File: src/rtl/rcc_pkg.sv
// Shared types and helpers for the RCC reset sequencer: FSM states, rst_cause bit
// positions and counter sizing.
package rcc_pkg;

    typedef enum logic [2:0] {
        ST_WAIT_LOCK = 3'd0,
        ST_FILTER    = 3'd1,
        ST_STG_SYS   = 3'd2,
        ST_STG_APB   = 3'd3,
        ST_RUN       = 3'd4,
        ST_HOLD      = 3'd5
    } rcc_state_e;

    localparam int CAUSE_POR    = 0;
    localparam int CAUSE_PLL    = 1;
    localparam int CAUSE_WDT    = 2;
    localparam int CAUSE_LOCKUP = 3;
    localparam int CAUSE_SW     = 4;

    function automatic int max3(input int a, input int b, input int c);
        int m;
        m = a;
        if (b > m) m = b;
        if (c > m) m = c;
        return m;
    endfunction

    // One spare bit so the terminal count is reachable without wrapping.
    function automatic int cnt_width(input int max_val);
        return $clog2(max_val) + 1;
    endfunction

endpackage

File: src/rtl/rcc_rst_pulse.sv
// Per-engine software reset stretcher: holds o_rstn low for PULSE_CYC cycles after
// a request, and is released/cleared by the sequencer as the system state changes.
module rcc_rst_pulse
    import rcc_pkg::*;
#(
    parameter int PULSE_CYC = 32
) (
    input  logic module_clk,
    input  logic module_rst,
    input  logic i_clr,
    input  logic i_release,
    input  logic i_req,
    output logic o_rstn
);

    localparam int CW = cnt_width(PULSE_CYC);

    logic [CW-1:0] r_cnt;
    logic          r_rstn;

    // A re-request reloads the count, so the pulse always ends PULSE_CYC after the last request.
    always_ff @(posedge module_clk) begin
        if (module_rst || i_clr) begin
            r_cnt  <= '0;
            r_rstn <= 1'b0;
        end else if (i_req) begin
            r_cnt  <= CW'(1);
            r_rstn <= 1'b0;
        end else if (i_release) begin
            r_rstn <= 1'b1;
        end else if (r_cnt != '0) begin
            if (r_cnt >= CW'(PULSE_CYC)) begin
                r_cnt  <= '0;
                r_rstn <= 1'b1;
            end else begin
                r_cnt <= r_cnt + 1'b1;
            end
        end
    end

    assign o_rstn = r_rstn;

endmodule

File: src/rtl/rcc_rst_seq.sv
// RCC reset sequencer: filters PLL lock, releases sys/APB/PE resets and re-asserts
// them on PLL loss, watchdog, lockup or software request. RCC_RST_STAGGER_EN enables staged release.
module rcc_rst_seq
    import rcc_pkg::*;
#(
    parameter int LOCK_FILT_CYC   = 16,
    parameter int STAGE_GAP_CYC   = 8,
    parameter int SWRST_PULSE_CYC = 32,
    parameter int NUM_PE          = 4
) (
    input  logic              module_clk,
    input  logic              module_rst,
    input  logic              pll_locked_i,
    input  logic              wdt_rst_req,
    input  logic              lockup_rst_req,
    input  logic              sw_sys_rst_req,
    input  logic [NUM_PE-1:0] sw_pe_rst_req,
    input  logic              rst_cause_clr,
    output logic              sys_rstn,
    output logic [2:0]        apb_rstn,
    output logic [NUM_PE-1:0] pe_rstn,
    output logic [4:0]        rst_cause,
    output logic              seq_busy,
    output logic [2:0]        o_dbg_state
);

    localparam int CW = cnt_width(max3(LOCK_FILT_CYC, STAGE_GAP_CYC, SWRST_PULSE_CYC));

    logic          r_lock_s1;
    logic          r_lock_s2;
    rcc_state_e    r_state;
    logic [CW-1:0] r_cnt;
    logic          r_sys_rstn;
    logic [2:0]    r_apb_rstn;
    logic [4:0]    r_cause;
    logic          r_busy;

    logic              w_lock;
    logic              w_in_run;
    logic              w_lock_loss;
    logic              w_sys_req;
    logic              w_filt_done;
    logic              w_go_run;
    logic              w_pe_clr;
    logic [NUM_PE-1:0] w_pe_req;
    logic [4:0]        w_cause_set;

    always_comb begin
        w_lock      = r_lock_s2;
        w_in_run    = (r_state == ST_RUN);
        w_lock_loss = !w_lock && (r_state inside {ST_STG_SYS, ST_STG_APB, ST_RUN, ST_HOLD});
        w_sys_req   = w_in_run && (wdt_rst_req || lockup_rst_req || sw_sys_rst_req);
        w_filt_done = (r_state == ST_FILTER) && w_lock && (r_cnt >= CW'(LOCK_FILT_CYC));
`ifdef RCC_RST_STAGGER_EN
        w_go_run    = (r_state == ST_STG_APB) && w_lock && (r_cnt >= CW'(STAGE_GAP_CYC));
`else
        w_go_run    = w_filt_done;
`endif
        w_pe_clr    = w_in_run && (w_lock_loss || w_sys_req);
        w_pe_req    = (w_in_run && !w_pe_clr) ? sw_pe_rst_req : '0;

        // Only the highest-priority event of the cycle is recorded.
        w_cause_set = '0;
        if (w_lock_loss)         w_cause_set[CAUSE_PLL]    = 1'b1;
        else if (w_in_run) begin
            if (wdt_rst_req)         w_cause_set[CAUSE_WDT]    = 1'b1;
            else if (lockup_rst_req) w_cause_set[CAUSE_LOCKUP] = 1'b1;
            else if (sw_sys_rst_req) w_cause_set[CAUSE_SW]     = 1'b1;
        end
    end

    always_ff @(posedge module_clk) begin
        if (module_rst) begin
            r_lock_s1  <= 1'b0;
            r_lock_s2  <= 1'b0;
            r_state    <= ST_WAIT_LOCK;
            r_cnt      <= '0;
            r_sys_rstn <= 1'b0;
            r_apb_rstn <= 3'b000;
            r_cause    <= 5'(1 << CAUSE_POR);
            r_busy     <= 1'b1;
        end else begin
            r_lock_s1 <= pll_locked_i;
            r_lock_s2 <= r_lock_s1;
            r_cause   <= (rst_cause_clr ? 5'b00000 : r_cause) | w_cause_set;
            if (w_lock_loss) begin
                r_state    <= ST_WAIT_LOCK;
                r_cnt      <= '0;
                r_sys_rstn <= 1'b0;
                r_apb_rstn <= 3'b000;
                r_busy     <= 1'b1;
            end else begin
                case (r_state)
                    // The locked cycle seen here is the first one of the filter window.
                    ST_WAIT_LOCK: begin
                        if (w_lock) begin
                            r_state <= ST_FILTER;
                            r_cnt   <= CW'(1);
                        end
                    end
                    ST_FILTER: begin
                        if (!w_lock) begin
                            r_state <= ST_WAIT_LOCK;
                            r_cnt   <= '0;
                        end else if (w_filt_done) begin
                            r_sys_rstn <= 1'b1;
`ifdef RCC_RST_STAGGER_EN
                            r_state    <= ST_STG_SYS;
                            r_cnt      <= CW'(1);
`else
                            r_state    <= ST_RUN;
                            r_cnt      <= '0;
                            r_apb_rstn <= 3'b111;
                            r_busy     <= 1'b0;
`endif
                        end else begin
                            r_cnt <= r_cnt + 1'b1;
                        end
                    end
                    ST_STG_SYS: begin
                        if (r_cnt >= CW'(STAGE_GAP_CYC)) begin
                            r_state    <= ST_STG_APB;
                            r_cnt      <= CW'(1);
                            r_apb_rstn <= 3'b111;
                        end else begin
                            r_cnt <= r_cnt + 1'b1;
                        end
                    end
                    ST_STG_APB: begin
                        if (r_cnt >= CW'(STAGE_GAP_CYC)) begin
                            r_state <= ST_RUN;
                            r_cnt   <= '0;
                            r_busy  <= 1'b0;
                        end else begin
                            r_cnt <= r_cnt + 1'b1;
                        end
                    end
                    ST_RUN: begin
                        if (w_sys_req) begin
                            r_state    <= ST_HOLD;
                            r_cnt      <= CW'(1);
                            r_sys_rstn <= 1'b0;
                            r_apb_rstn <= 3'b000;
                            r_busy     <= 1'b1;
                        end
                    end
                    // Leaving HOLD restarts the filter from zero; lock during HOLD is not credited.
                    ST_HOLD: begin
                        if (r_cnt >= CW'(SWRST_PULSE_CYC)) begin
                            r_state <= ST_FILTER;
                            r_cnt   <= '0;
                        end else begin
                            r_cnt <= r_cnt + 1'b1;
                        end
                    end
                    default: begin
                        r_state <= ST_WAIT_LOCK;
                        r_cnt   <= '0;
                    end
                endcase
            end
        end
    end

    for (genvar gi = 0; gi < NUM_PE; gi++) begin : g_pe
        rcc_rst_pulse #(
            .PULSE_CYC(SWRST_PULSE_CYC)
        ) u_pulse (
            .module_clk(module_clk),
            .module_rst(module_rst),
            .i_clr     (w_pe_clr),
            .i_release (w_go_run),
            .i_req     (w_pe_req[gi]),
            .o_rstn    (pe_rstn[gi])
        );
    end

    assign sys_rstn    = r_sys_rstn;
    assign apb_rstn    = r_apb_rstn;
    assign rst_cause   = r_cause;
    assign seq_busy    = r_busy;
    assign o_dbg_state = r_state;

endmodule

File: config.mk
export PLATFORM = sky130hd
export DESIGN_NAME = rcc_rst_seq
export DESIGN_NICKNAME = d
export VERILOG_FILES = /design/src/rtl/rcc_pkg.sv /design/src/rtl/rcc_rst_pulse.sv /design/src/rtl/rcc_rst_seq.sv
export SDC_FILE = /design/constraint.sdc
export NUM_CORES = 1
export LEC_CHECK = 0
export CAP_MARGIN = 15
export CORE_MARGIN = 2
export CORE_UTILIZATION = 55
export DETAILED_ROUTE_END_ITERATION = 6
export MAX_ROUTING_LAYER = met4
export PLACE_DENSITY = 0.86
export REMOVE_ABC_BUFFERS = 1
export SKIP_LAST_GASP = 1
export SYNTH_ARGS = -nofsm -noshare
export SYNTH_HDL_FRONTEND = slang
export SYNTH_HIERARCHICAL = 1
export SYNTH_SLANG_ARGS = --single-unit
export TNS_END_PERCENT = 1
File: constraint.sdc
create_clock -name module_clk -period 3.3 [get_ports module_clk]
set_clock_uncertainty 0.2 [all_clocks]
set_input_delay 0.825 -clock module_clk [delete_from_list [all_inputs] [get_ports module_clk]]
set_output_delay 0.825 -clock module_clk [all_outputs]
set_load 0.005 [all_outputs]
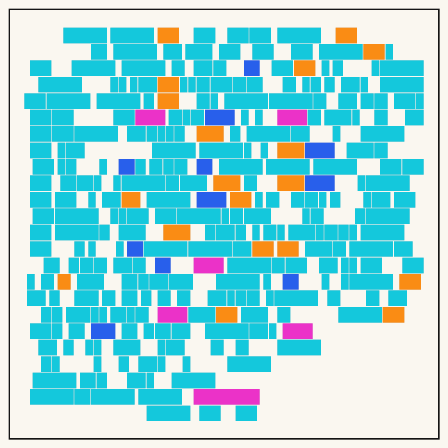
*Cell sizes after repair, run 1*
color	size	cells	share	most used
cyan	x1 and smaller	268	88%	dfxtp_1
magenta	x6 and larger	6	2.0%	clkbuf_8
blue	x3 and x4	11	3.6%	buf_4
orange	x2	19	6.3%	nor3_2
bufs w/o clock: 32
final non-filler cell area: 2910 µm²
Synth-to-Final Area Change: 18.4%

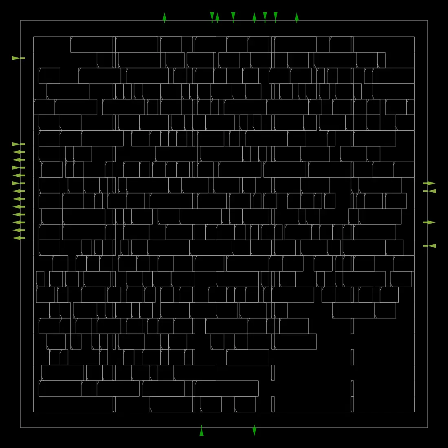
*Cell placement, run 1*
fillcell total: 359
Core ar.: 4320 µm²
non-filler cells, final: 356
post-layout util: 67.3%

==> impl_metrics.env, run 1 <==
# source this file to load flow results
export IMPL_fp_util_pct=56.8
export IMPL_drv_slew=0
export IMPL_endpoint_kind="flop"
export IMPL_critPathMaxFanout=8
export IMPL_whs_path_depth=1
export IMPL_routed_wl_met3_um=189
export IMPL_grt_total_usage_pct=22.9
export IMPL_ys_cells=270
export IMPL_synth_area_um2=2460
export IMPL_drc=0
export IMPL_yosysChipArea_um2=2460
export IMPL_h_tree_depth=2
export IMPL_num_rows=24
export IMPL_post_cts_setup_buffer_count=0
export IMPL_cts_resized=0
export IMPL_place_hpwl_um=3970
export IMPL_p_switching_uw=275
export IMPL_warning_count=32
export IMPL_clk_pin_slew_ns=0.08
export IMPL_clock_root_buffer="clkbuf_8"
export IMPL_reg2reg_depth=6
export IMPL_layout_drive_gt1_share_pct=11.8
export IMPL_vias=2104
export IMPL_cts_buffers=5
export IMPL_clk_latency_ns=0.30
export IMPL_place_gp_congestion=0.862
export IMPL_met2_length_um=2630
export IMPL_yosysWarnings=6
export IMPL_tightest_slew_ns=1.02
export IMPL_drtIter0Drc=76
export IMPL_min_delay_path_class="flop to flop"
export IMPL_route_top_layer_used="met4"
export IMPL_power_share_switching_pct=24.2
export IMPL_ys_seq_share_pct=38.3
export IMPL_combPwrFrac_pct=11.6
export IMPL_ant_nets=0
export IMPL_die_area_um2=5020
export IMPL_worst_ep_arrival_time_ns=2.75
export IMPL_viasPerCell=5.91
export IMPL_synth_cells=270
export IMPL_avgSynthCellArea_um2=9.10
export IMPL_antenna_found_initial=0
export IMPL_internal_power_uw=862
export IMPL_num_antenna_cells=0
export IMPL_dp_worst_setup_slack_ns=0.267
export IMPL_synthFlopType="dfxtp_1"
export IMPL_dp_cells=349
export IMPL_synth_edff_count=0
export IMPL_grt_first_pass_wirelength_um=8990
export IMPL_cts_max_path_buffers=2
export IMPL_setup_violations=0
export IMPL_cts_tree="yes"
export IMPL_p_per_area_nw_per_um2=391
export IMPL_finalClockPeriodUsage_pct=84.2
export IMPL_yosysUniqueCellTypes=51
export IMPL_p_clk_share_pct=36.1
export IMPL_p_leak_nw=1.03
export IMPL_setup_ws_ns=0.522
export IMPL_outcome="finished clean"
export IMPL_io_pins=28
export IMPL_tns_ns=0
export IMPL_sequentialPowerShare_pct=52.3
export IMPL_cts_hold_buf=0
export IMPL_critical_path_class="primary input to flop"
export IMPL_routed_wl_um=5360
export IMPL_vdd_drop_max_uv=262
export IMPL_wl_per_cell_um=15.0
export IMPL_fmax_mhz=360
export IMPL_ys_flops=47
export IMPL_maxSlewHeadroom_pct=32.3
export IMPL_wl_met1_um=2440
export IMPL_grt_remaining_overflow=0
export IMPL_final_hold_violation_count=0
export IMPL_rsz0062_at_grt="no"
export IMPL_grt_max_degree=18
export IMPL_cap_violations=0
export IMPL_synthArstFlopShare_pct=0
export IMPL_dr_pass1_iters=5
export IMPL_grt_pass1_vias=1981
export IMPL_worstSetupStartpointType="primary input"
export IMPL_layout_top_cell="dfxtp_1"
export IMPL_fin_crit_ns=2.78
export IMPL_cts_sinks=47
export IMPL_required_ns=3.27
export IMPL_final_cell_mix="dfxtp_1, clkdlybuf4s50_1, nor2_1"
export IMPL_whs_ns=0.255
export IMPL_nNetsFinal=327
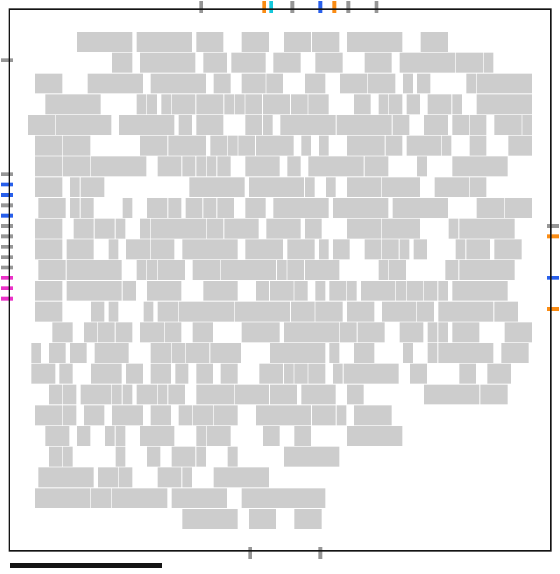
*Ports around the boundary, run 1*
Bar = 20 µm. Pins as bars across the die edge, other pins in gray.
color	port	pins	direction	edge
blue	rst_cause	5	output	3 left, 1 top, 1 right
orange	sw_pe_rst_req	4	input	2 top, 2 right
cyan	sys_rstn	1	output	top
magenta	o_dbg_state	3	output	left
all pins by edge	14 left, 8 top, 4 right, 2 bottom
count of input and output buffers: 27
die width: 70.8 µm
Die Y: 70.8 µm

run 1: power groups by stage:
stage	Clock, mW	Sequential, mW	Combinational (mW)
floorplan	0	0.611	0.0729
global placement	0	0.607	0.126
detailed placement	0	0.608	0.131
CTS	0.421	0.594	0.132
global route	0.439	0.597	0.145
finish	0.411	0.595	0.132
run 1: cell families after synthesis:
| group | count (synthesis) | share of synthesized area [%] |
|---|---|---|
| simple gates | 103 | 25.9 |
| flops | 47 | 38.3 |
| buf+inv | 26 | 4.33 |
| xor+xnor | 11 | 3.92 |
| compound gates | 66 | 19.4 |
| mux | 5 | 2.04 |
| fa+ha+maj | 12 | 6.11 |
run 1: stage by stage:
stage | total power [mW] | area (µm²) | utilization (%)
after floorplan | 0.683 | 2430 | -
after global placement | 0.733 | 2800 | 64.8
after detailed placement | 0.739 | 2800 | 64.8
after CTS | 1.15 | 2910 | 67.3
after global routing | 1.18 | 2910 | 67.3
final | 1.14 | 2910 | 67.3
run 1: Yosys cell counts (3+ instances only):
cell	number	area share, %
a31oi_1	12	3.1
xnor2_1	7	2.5
o21ai_0	7	1.4
and3b_2	4	1.6
nand3_1	3	0.61
a21oi_1	11	2.2
xor2_1	4	1.4
nor3_1	5	1.0
ha_1	12	6.1
nand4b_1	4	1.4
nand2b_4	4	2.2
nand4_1	9	2.3
inv_1	21	3.2
nor3_2	8	3.3
mux2i_1	5	2.0
dfxtp_1	47	38
and2_1	5	1.3
nand2_1	14	2.1
o31a_1	4	1.4
o21ai_1	4	0.81
a211oi_2	4	2.0
nor2_1	26	4.0
nand2b_1	7	1.8
nor2b_1	5	1.3
run 1: final timing paths:
kind	start	end	slack (ns)
min reg2reg	r_lock_s1	r_lock_s2	0.25
max	wdt_rst_req	g_pe[1].u_pulse/r_cnt[2]	0.52
min	r_lock_s1	r_lock_s2	0.25
max reg2reg	o_dbg_state[1]	g_pe[1].u_pulse/r_cnt[2]	0.58
run 1: worst max-delay path: stages:
cell	delay, ns
clkdlybuf4s50_1	0.53
nor3_1	0.10
a21oi_1	0.79
nor3_2	0.17
o21ai_1	0.23
nor2_1	0.10
run 1: routing by layer:
metal | up-vias | track usage, %
li1 | 1040 | -
met5 | - | -
met3 | 10 | 4.27
met1 | 1006 | 27.0
met2 | 48 | 39.4
met4 | 0 | 7.55
run 1: registers in the layout (all words and copies together) (netlist names):
| name | count |
|---|---|
| apb_rstn | 1 |
| g_pe.u_pulse/o_rstn | 4 |
| g_pe.u_pulse/r_cnt | 24 |
| o_dbg_state | 3 |
| r_cnt | 6 |
| r_lock_s1 | 1 |
| r_lock_s2 | 1 |
| rst_cause | 5 |
| seq_busy | 1 |
| sys_rstn | 1 |
run 1: layout make-up:
type                       instances  area (µm²)
timing repair buffer              32         308
clock inverter                     2        37.5
clock buffer                       5        68.8
tap                               52        65.1
multi-input combinational        197        1410
sequential                        47         941
fill                             359        1420
inverter                          21        78.8
### Placement density heat map, run 1

7 x 7 tiles, from white (low) to dark blue (high), 0 to 100% covered.
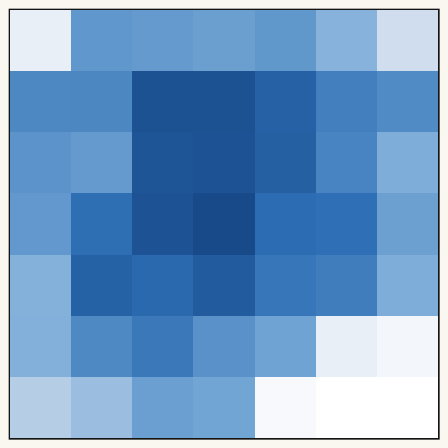

==> run 1 -> run 2 <==
- CORE_UTILIZATION: 55 -> 50
- PLACE_DENSITY: 0.86 -> 0.83
- clock period: 3.3 -> 2.3 ns (I/O delays scaled with it)
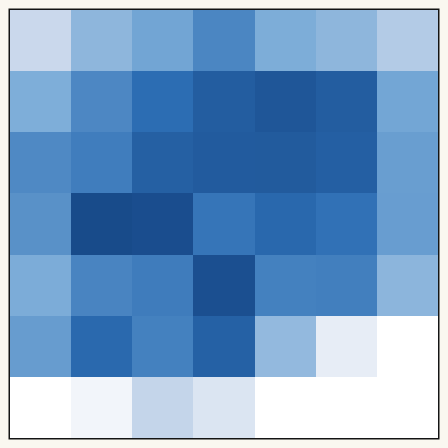
*Placement density heat map, run 2*
7 x 7 tiles, from white (low) to dark blue (high), 0 to 100% covered.
tiles over 75% full	29%
nearly empty tiles	10%
densest ninth of the die	middle
mean over tiles	54%
emptiest ninth of the die	bottom right
floorplan utilization: 52.0%
Core ar.: 4720 µm²
post-layout util: 64.8%

==> run 2 against run 1 <==
Effect of this change: synthesized cell count is the same; power grew 38%; utilization shrank 2.5 points; sequential power grew 42%; via count grew 2.7%; worst setup slack lost 0.42 ns; die area grew 9.4%; critical path depth shrank 4; register-to-register slack lost 0.39 ns; count of clock-buffer cells in the layout grew 1; combinational power grew 66%; highest routed layer unchanged.
==> impl_metrics.env, run 2 <==
# source this file to load flow results
export IMPL_drc=0
export IMPL_synthFlopType="dfxtp_1"
export IMPL_tightest_slew_ns=0.517
export IMPL_final_cell_mix="dfxtp_1, clkdlybuf4s50_1, nor2_1"
export IMPL_ant_nets=0
export IMPL_endpoint_kind="output pin"
export IMPL_final_hold_violation_count=0
export IMPL_drtIter0Drc=95
export IMPL_vdd_drop_max_uv=324
export IMPL_vias=2160
export IMPL_synth_cells=270
export IMPL_grt_pass1_vias=2054
export IMPL_yosysWarnings=6
export IMPL_netlist_top_cells_area="dfxtp_1, ha_1, nor2_1"
export IMPL_io_pins=28
export IMPL_ys_top_cells_by_count="dfxtp_1, nor2_1, inv_1"
export IMPL_ys_seq_share_pct=38.3
export IMPL_clock_root_buffer="clkbuf_8"
export IMPL_critPathMaxFanout=17
export IMPL_clk_latency_ns=0.30
export IMPL_routed_wl_um=5380
export IMPL_maxSlewHeadroom_pct=65.2
export IMPL_ys_flops=47
export IMPL_grt_remaining_overflow=0
export IMPL_h_tree_depth=2
export IMPL_outcome="finished clean"
export IMPL_grt_max_degree=26
export IMPL_largest_register="g_pe.u_pulse/r_cnt"
export IMPL_rsz0062_at_grt="no"
export IMPL_fmax_mhz=455
export IMPL_layout_top_cell="dfxtp_1"
export IMPL_place_hpwl_um=4060
export IMPL_p_per_area_nw_per_um2=513
export IMPL_synthArstFlopShare_pct=0
export IMPL_largest_area_cell="dfxtp_1"
export IMPL_io_buffers=27
export IMPL_p_leak_nw=1.11
export IMPL_finalClockPeriodUsage_pct=95.5
export IMPL_final_area_um2=3060
export IMPL_cap_violations=0
export IMPL_num_antenna_cells=0
export IMPL_dr_pass1_iters=4
export IMPL_stdcell_count=386
export IMPL_synth_top_cell_by_count="dfxtp_1"
export IMPL_path_buffers=2
export IMPL_yosysChipArea_um2=2460
export IMPL_ys_cells=270
export IMPL_synth_area_um2=2460
export IMPL_worst_ep_arrival_time_ns=1.42
export IMPL_fin_crit_ns=2.20
export IMPL_min_delay_path_class="flop to flop"
export IMPL_clk_pin_slew_ns=0.08
export IMPL_avgSynthCellArea_um2=9.10
export IMPL_cts_sinks=47
export IMPL_worstSetupStartpointType="flop"
export IMPL_place_gp_congestion=0.869
export IMPL_synth_top_area_share_pct=38.3
export IMPL_crit_chain="buf_4 -> clkdlybuf4s50_1"
export IMPL_yosysUniqueCellTypes=51
export IMPL_required_ns=1.52
export IMPL_num_rows=25
export IMPL_crit_slowest_cell="clkdlybuf4s50_1"
export IMPL_grt_total_usage_pct=21.3
export IMPL_warning_count=32
export IMPL_area_growth_pct=24.6
export IMPL_largest_reg_flops=24
export IMPL_die_area_um2=5490
export IMPL_critical_path_class="flop to output pin"
export IMPL_wl_per_cell_um=13.9
export IMPL_antenna_found_initial=0
export IMPL_crit_family="buffers and inverters"
export IMPL_max_stage_delay_ns=0.53
export IMPL_synth_edff_count=0
export IMPL_nNetsFinal=342
export IMPL_dp_cells=379
export IMPL_layout_drive_gt1_share_pct=16.6
export IMPL_viasPerCell=5.60
export IMPL_placed_cell_area_um2=2960
export IMPL_cts_max_path_buffers=2
export IMPL_grt_first_pass_wirelength_um=8890
export IMPL_setup_violations=0
export IMPL_drv_slew=0
export IMPL_reg2reg_slack_ns=0.19
export IMPL_cts_tree="yes"
export IMPL_cts_buffers=5
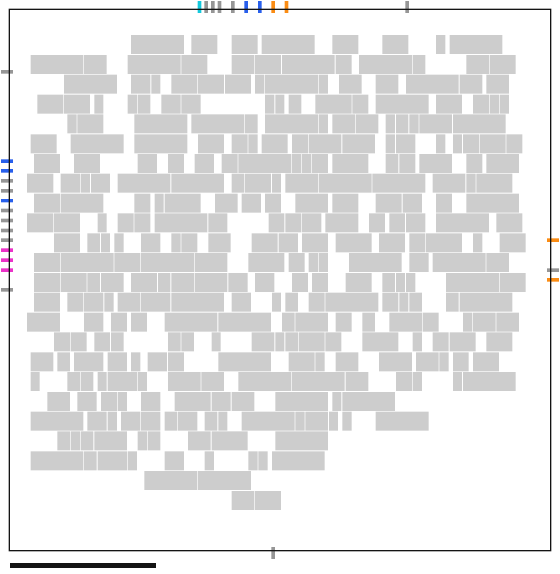
*Ports around the boundary, run 2*
Bar = 20 µm. Pins as bars across the die edge, other pins in gray.
color	port	pins	direction	edge
orange	sw_pe_rst_req	4	input	2 right, 2 top
magenta	o_dbg_state	3	output	left
blue	rst_cause	5	output	3 left, 2 top
cyan	sys_rstn	1	output	top
all pins by edge	14 left, 10 top, 3 right, 1 bottom
Die Y: 74.1 µm
die width: 74.1 µm

[run 2: cell types whose count changed in the layout (fill, tap and decap cells not counted), sizes merged]
| cell | before | now |
|---|---|---|
| clkinv | 0 | 1 |
| clkbuf | 5 | 6 |
| clkinvlp | 1 | 0 |
| buf | 5 | 20 |
| bufinv | 1 | 0 |
[run 2: metal layers]
layer | part of all wire, % | global-route usage (%) | vias up
met5 | 0 | - | -
met4 | 2.1 | 9.09 | 0
met3 | 4.1 | 4.20 | 13
met2 | 50 | 36.3 | 56
met1 | 44 | 24.1 | 1018
li1 | - | - | 1073
[run 2: worst paths after layout]
path	cells after the start	endpoint	start
max	2	o_dbg_state[2]	o_dbg_state[2]
min	1	r_lock_s2	r_lock_s1
max reg2reg	7	g_pe[0].u_pulse/r_cnt[4]	o_dbg_state[2]
min reg2reg	1	r_lock_s2	r_lock_s1
[run 2: report_power, final]
group          total, mW  switching, mW  leakage, nW  internal (mW)
sequential         0.847         0.0180        0.380          0.829
combinational      0.219          0.109        0.680          0.110
clock              0.504          0.268       0.0470          0.236
total               1.57          0.395         1.11           1.18
[run 2: stage by stage]
stage | setup TNS (ns) | total power, mW | hold WS, ns | worst slack [ns] | util, %
after floorplan | -2.04 | 0.981 | 0.214 | -0.114 | -
after CTS | 0 | 1.58 | 0.245 | 0.0922 | 64.7
after global placement | -11.67 | 1.08 | 0.218 | -0.465 | 62.6
after global routing | 0 | 1.63 | 0.258 | 0.0305 | 64.8
after detailed placement | -14.30 | 1.08 | 0.225 | -0.561 | 62.6
final | 0 | 1.57 | 0.242 | 0.103 | 64.8
[run 2: cells by family after synthesis]
kind of cell / count (synthesis) / synth area share (%)
compound gates: 66 / 19.4
xor+xnor: 11 / 3.92
fa+ha+maj: 12 / 6.11
mux: 5 / 2.04
buf+inv: 26 / 4.33
flops: 47 / 38.3
simple gates: 103 / 25.9
[run 2: what timing repair did]
| action | 4_1_cts | 5_1_grt |
|---|---|---|
| setup endpoints to repair | 26 | 8 |
| pin swaps | 0 | 0 |
| gates resized | 2 | 1 |
| setup buffers | 0 | 0 |
| hold buffers | 0 | 0 |
| hold endpoints to repair | 0 | 0 |
| gates cloned | 0 | 0 |
[run 2: area by class of cell]
class,count,area [µm²]
clock inverters,1,5.00
multi-input cells,197,1430
clock buffers,6,82.6
repair buffers,47,445
fillers,398,1660
flip-flops and latches,47,941
well taps,67,83.8
inverters,21,78.8
Power is estimated from default activity; no workload was simulated.
